### config.mk
export PLATFORM = sky130hd
export DESIGN_NAME = multicycle_control_unit
export DESIGN_NICKNAME = d
export VERILOG_FILES = /design/src/rtl/cu_pkg.sv /design/src/rtl/arm_cond_check.sv /design/src/rtl/multicycle_control_unit.sv
export SDC_FILE = /design/constraint.sdc
export NUM_CORES = 1
export LEC_CHECK = 0
export CAP_MARGIN = 5
export CORE_UTILIZATION = 44
export CTS_CLUSTER_DIAMETER = 60
export CTS_CLUSTER_SIZE = 25
export DETAILED_ROUTE_END_ITERATION = 16
export PLACE_DENSITY = 0.76
export REMOVE_ABC_BUFFERS = 1
export SETUP_SLACK_MARGIN = 0.4
export SYNTH_ARGS = -nofsm -noshare
export SYNTH_HDL_FRONTEND = slang
export SYNTH_SLANG_ARGS = --single-unit
export TNS_END_PERCENT = 30
### constraint.sdc
create_clock -name CLK -period 2.25 [get_ports CLK]
set_input_delay 0.45 -clock CLK [delete_from_list [all_inputs] [get_ports CLK]]
set_output_delay 0.45 -clock CLK [all_outputs]
set_load 0.02 [all_outputs]
### src/rtl/cu_pkg.sv
// Shared encodings for the multicycle ARM controller: FSM states, datapath mux codes,
// ALU commands/controls, condition codes and the per-state control word.
package cu_pkg;

    typedef enum logic [3:0] {
        S_FETCH    = 4'd0,
        S_DECODE   = 4'd1,
        S_MEMADR   = 4'd2,
        S_MEMREAD  = 4'd3,
        S_MEMWB    = 4'd4,
        S_MEMWRITE = 4'd5,
        S_EXECUTER = 4'd6,
        S_EXECUTEI = 4'd7,
        S_ALUWB    = 4'd8,
        S_BRANCH   = 4'd9
    } state_t;

    localparam logic [1:0] ALU_ADD = 2'b00;
    localparam logic [1:0] ALU_SUB = 2'b01;
    localparam logic [1:0] ALU_AND = 2'b10;
    localparam logic [1:0] ALU_ORR = 2'b11;

    localparam logic [1:0] RES_ALUOUT    = 2'b00;
    localparam logic [1:0] RES_DATA      = 2'b01;
    localparam logic [1:0] RES_ALURESULT = 2'b10;

    localparam logic [1:0] SRCB_RD2    = 2'b00;
    localparam logic [1:0] SRCB_EXTIMM = 2'b01;
    localparam logic [1:0] SRCB_FOUR   = 2'b10;

    localparam logic [3:0] CMD_AND = 4'b0000;
    localparam logic [3:0] CMD_SUB = 4'b0010;
    localparam logic [3:0] CMD_ADD = 4'b0100;
    localparam logic [3:0] CMD_CMP = 4'b1010;
    localparam logic [3:0] CMD_ORR = 4'b1100;

    localparam logic [3:0] COND_EQ = 4'b0000;
    localparam logic [3:0] COND_NE = 4'b0001;
    localparam logic [3:0] COND_CS = 4'b0010;
    localparam logic [3:0] COND_CC = 4'b0011;
    localparam logic [3:0] COND_MI = 4'b0100;
    localparam logic [3:0] COND_PL = 4'b0101;
    localparam logic [3:0] COND_VS = 4'b0110;
    localparam logic [3:0] COND_VC = 4'b0111;
    localparam logic [3:0] COND_HI = 4'b1000;
    localparam logic [3:0] COND_LS = 4'b1001;
    localparam logic [3:0] COND_GE = 4'b1010;
    localparam logic [3:0] COND_LT = 4'b1011;
    localparam logic [3:0] COND_GT = 4'b1100;
    localparam logic [3:0] COND_LE = 4'b1101;
    localparam logic [3:0] COND_AL = 4'b1110;

    typedef struct packed {
        logic       irwrite;
        logic       adrsrc;
        logic       memw;
        logic       regw;
        logic       nextpc;
        logic       branch;
        logic       alusrca;
        logic       aluop;
        logic [1:0] resultsrc;
        logic [1:0] alusrcb;
    } ctrl_t;

    // Moore control word for each state; condition gating is applied later.
    function automatic ctrl_t state_ctrl(input state_t s);
        ctrl_t c;
        c = '0;
        case (s)
            S_FETCH: begin
                c.irwrite   = 1'b1;
                c.alusrca   = 1'b1;
                c.alusrcb   = SRCB_FOUR;
                c.resultsrc = RES_ALURESULT;
                c.nextpc    = 1'b1;
            end
            S_DECODE: begin
                c.alusrca   = 1'b1;
                c.alusrcb   = SRCB_FOUR;
                c.resultsrc = RES_ALURESULT;
            end
            S_MEMADR:   c.alusrcb = SRCB_EXTIMM;
            S_MEMREAD:  c.adrsrc  = 1'b1;
            S_MEMWB: begin
                c.resultsrc = RES_DATA;
                c.regw      = 1'b1;
            end
            S_MEMWRITE: begin
                c.adrsrc = 1'b1;
                c.memw   = 1'b1;
            end
            S_EXECUTER: begin
                c.alusrcb = SRCB_RD2;
                c.aluop   = 1'b1;
            end
            S_EXECUTEI: begin
                c.alusrcb = SRCB_EXTIMM;
                c.aluop   = 1'b1;
            end
            S_ALUWB: begin
                c.resultsrc = RES_ALUOUT;
                c.regw      = 1'b1;
            end
            S_BRANCH: begin
                c.alusrcb   = SRCB_EXTIMM;
                c.resultsrc = RES_ALURESULT;
                c.branch    = 1'b1;
            end
            default: ;
        endcase
        return c;
    endfunction

endpackage

### src/rtl/arm_cond_check.sv
// ARM condition evaluation: Cond field against the stored {N,Z,C,V} flags.
module arm_cond_check
    import cu_pkg::*;
(
    input  logic [3:0] cond,
    input  logic [3:0] flags,
    output logic       condex
);

    logic n, z, c, v;
    assign {n, z, c, v} = flags;

    always_comb begin
        condex = 1'b0;
        case (cond)
            COND_EQ: condex = z;
            COND_NE: condex = ~z;
            COND_CS: condex = c;
            COND_CC: condex = ~c;
            COND_MI: condex = n;
            COND_PL: condex = ~n;
            COND_VS: condex = v;
            COND_VC: condex = ~v;
            COND_HI: condex = c & ~z;
            COND_LS: condex = ~c | z;
            COND_GE: condex = ~(n ^ v);
            COND_LT: condex = n ^ v;
            COND_GT: condex = ~z & ~(n ^ v);
            COND_LE: condex = z | (n ^ v);
            COND_AL: condex = 1'b1;
            default: condex = 1'b0;
        endcase
    end

endmodule

### src/rtl/multicycle_control_unit.sv
// Multicycle ARM controller: instruction-sequencing FSM, NZCV flag register and condition gating.
// Build option: define CU_CMP_EN to decode cmd 1010 as CMP (SUB, flags only, no writeback).
module multicycle_control_unit
    import cu_pkg::*;
#(
    parameter int ALUCTRL_W = 2,
    parameter int MEM_LAT   = 1,
    parameter int STATE_W   = 4
) (
    input  logic                 CLK,
    input  logic                 Reset,
    input  logic [3:0]           Cond,
    input  logic [3:0]           ALUFlags,
    input  logic [1:0]           Op,
    input  logic [5:0]           Funct,
    input  logic [3:0]           Rd,
    output logic                 PCWrite,
    output logic                 AdrSrc,
    output logic                 MemWrite,
    output logic                 IRWrite,
    output logic                 RegWrite,
    output logic [1:0]           ResultSrc,
    output logic                 ALUSrcA,
    output logic [1:0]           ALUSrcB,
    output logic [1:0]           ImmSrc,
    output logic [1:0]           RegSrc,
    output logic [ALUCTRL_W-1:0] ALUControl,
    output logic [STATE_W-1:0]   State
);

    localparam int CNT_W = (MEM_LAT > 1) ? $clog2(MEM_LAT) : 1;

    state_t           state_reg, state_next;
    ctrl_t            ctrl_reg;
    logic [CNT_W-1:0] wait_cnt_reg;
    logic [3:0]       flags_reg;
    logic             condex;
    logic             wait_done;
    logic [3:0]       cmd;
    logic [1:0]       alu_sel;
    logic [1:0]       flagw;
    logic             is_cmp;
    logic             in_execute;

    arm_cond_check u_cond (
        .cond   (Cond),
        .flags  (flags_reg),
        .condex (condex)
    );

    assign cmd        = Funct[4:1];
    assign wait_done  = (wait_cnt_reg == CNT_W'(MEM_LAT - 1));
    assign in_execute = (state_reg == S_EXECUTER) || (state_reg == S_EXECUTEI);

    // Unknown commands fall back to ADD and never touch the flags.
    always_comb begin
        alu_sel = ALU_ADD;
        flagw   = 2'b00;
        is_cmp  = 1'b0;
        case (cmd)
            CMD_ADD: begin alu_sel = ALU_ADD; flagw = {Funct[0], Funct[0]}; end
            CMD_SUB: begin alu_sel = ALU_SUB; flagw = {Funct[0], Funct[0]}; end
            CMD_AND: begin alu_sel = ALU_AND; flagw = {Funct[0], 1'b0}; end
            CMD_ORR: begin alu_sel = ALU_ORR; flagw = {Funct[0], 1'b0}; end
`ifdef CU_CMP_EN
            CMD_CMP: begin alu_sel = ALU_SUB; flagw = 2'b11; is_cmp = 1'b1; end
`endif
            default: ;
        endcase
    end

    always_comb begin
        state_next = state_reg;
        case (state_reg)
            S_FETCH:  state_next = S_DECODE;
            S_DECODE: begin
                case (Op)
                    2'b00:   state_next = Funct[5] ? S_EXECUTEI : S_EXECUTER;
                    2'b01:   state_next = S_MEMADR;
                    2'b10:   state_next = S_BRANCH;
                    default: state_next = S_FETCH;
                endcase
            end
            S_MEMADR:   state_next = Funct[0] ? S_MEMREAD : S_MEMWRITE;
            S_MEMREAD:  state_next = wait_done ? S_MEMWB : S_MEMREAD;
            S_EXECUTER,
            S_EXECUTEI: state_next = is_cmp ? S_FETCH : S_ALUWB;
            default:    state_next = S_FETCH;
        endcase
    end

    // Control word is registered alongside the state so outputs come straight from flops.
    always_ff @(posedge CLK) begin
        if (Reset) begin
            state_reg    <= S_FETCH;
            ctrl_reg     <= state_ctrl(S_FETCH);
            wait_cnt_reg <= '0;
            flags_reg    <= 4'b0000;
        end else begin
            state_reg <= state_next;
            ctrl_reg  <= state_ctrl(state_next);
            if (state_reg == S_MEMREAD && !wait_done)
                wait_cnt_reg <= wait_cnt_reg + CNT_W'(1);
            else
                wait_cnt_reg <= '0;
            if (in_execute && condex) begin
                if (flagw[1]) flags_reg[3:2] <= ALUFlags[3:2];
                if (flagw[0]) flags_reg[1:0] <= ALUFlags[1:0];
            end
        end
    end

    assign IRWrite   = ctrl_reg.irwrite;
    assign AdrSrc    = ctrl_reg.adrsrc;
    assign ALUSrcA   = ctrl_reg.alusrca;
    assign ALUSrcB   = ctrl_reg.alusrcb;
    assign ResultSrc = ctrl_reg.resultsrc;
    assign RegWrite  = ctrl_reg.regw & condex;
    assign MemWrite  = ctrl_reg.memw & condex;
    assign PCWrite   = ctrl_reg.nextpc
                     | ((ctrl_reg.branch | (ctrl_reg.regw & (Rd == 4'hF))) & condex);
    assign ImmSrc    = Op;
    assign RegSrc    = {Op == 2'b10, Op == 2'b01};
    assign State     = STATE_W'(state_reg);

    assign ALUControl[1:0] = ctrl_reg.aluop ? alu_sel : ALU_ADD;
    for (genvar gi = 2; gi < ALUCTRL_W; gi++) begin : g_aluctl_pad
        assign ALUControl[gi] = 1'b0;
    end

endmodule

**Gate-type map**

Drawn at 12 px/um.
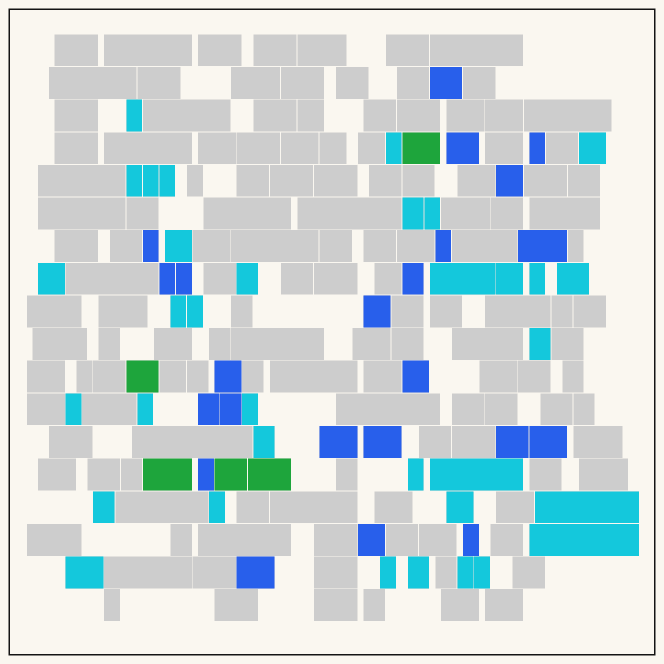
colour	family	cells
blue	NAND gates	23
cyan	NOR gates	34
green	AND-OR and OR-AND gates	5
commonest non-fill, non-tap cell in the layout: buf_4
combinational share of cell area: 43.46%
Cell Count, Final, Fillers Out: 224

**Signal metal coverage by tile**

Drawn at 6 px/um. The die is cut into 11 by 11 equal tiles; white is low, dark blue is high, scaled to the fullest tile. Values are wire area over tile area, all layers added.
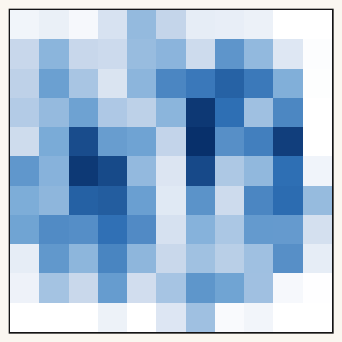
fullest tile	0.46
emptiest ninth of the die	lower right
nearly empty tiles	11%
densest ninth of the die	middle left
tiles over half the peak	34%
DR WL/cell: 14.42 um
via count: 1,274

**Clock network drawn from the DEF**

Drawn at 6 px/um.
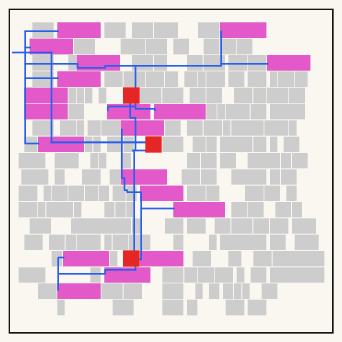
[red] cells driving clock nets | count: 3
[blue] clock wires | length: 222 um
[magenta] flip-flops | count: 19
routed clock nets	4
clk_skew: 0.01258 ns
Power Clock: 0.000170 W
Clk network pwr share: 19.8%
clk ins delay skew pair: 0.30 ns

**Routing congestion**

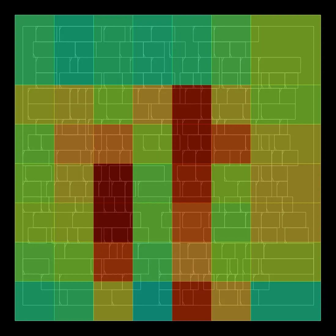
met2 GRT Util: 46.91%
met3 usage: 5.367%

==> summary.txt <==
P_sw: 0.0002802 W
CP cell instances: buf_2, mux2_4, a32oi_2, nand4b_1, or2_1, and2_4, buf_6
Worst VDD drop: 0.4611 mV
violated checks: negative setup slack
final worst slack: -0.08696 ns
CTS root buf: clkbuf_4
Max power group: registers
outcome: complete, but fails checks
IO Count: 42
pwr/cell area: 471.4 nW/um^2
CP startpoint kind: primary input
grt met1 use: 24.28%
clock-cell share of area: 1.515%
most frequent cells after synthesis: dfxtp_1, nor2_1, nand2_1, buf_4, nor3_1
seq pwr: 0.000384 W
WP data arrival: 1.89 ns
CTS tree: done
die span in y: 53.68 um
largest cell class by area: logic gates
r2r startpoint: flags_reg[2]
post-DP HPWL: 2418 um
CORE AREA: 2500 um^2
Async S/R FF share, synth: 0%
Critical path origin: Cond[2]
mean post-synth cell area: 8.452 um^2
placed insts: 218
tap cells: 30
area reported by Yosys stat: 1175 um^2
hold_buf cts: 0
Final setup viols: 2
Power and IR drop assume default switching activity.
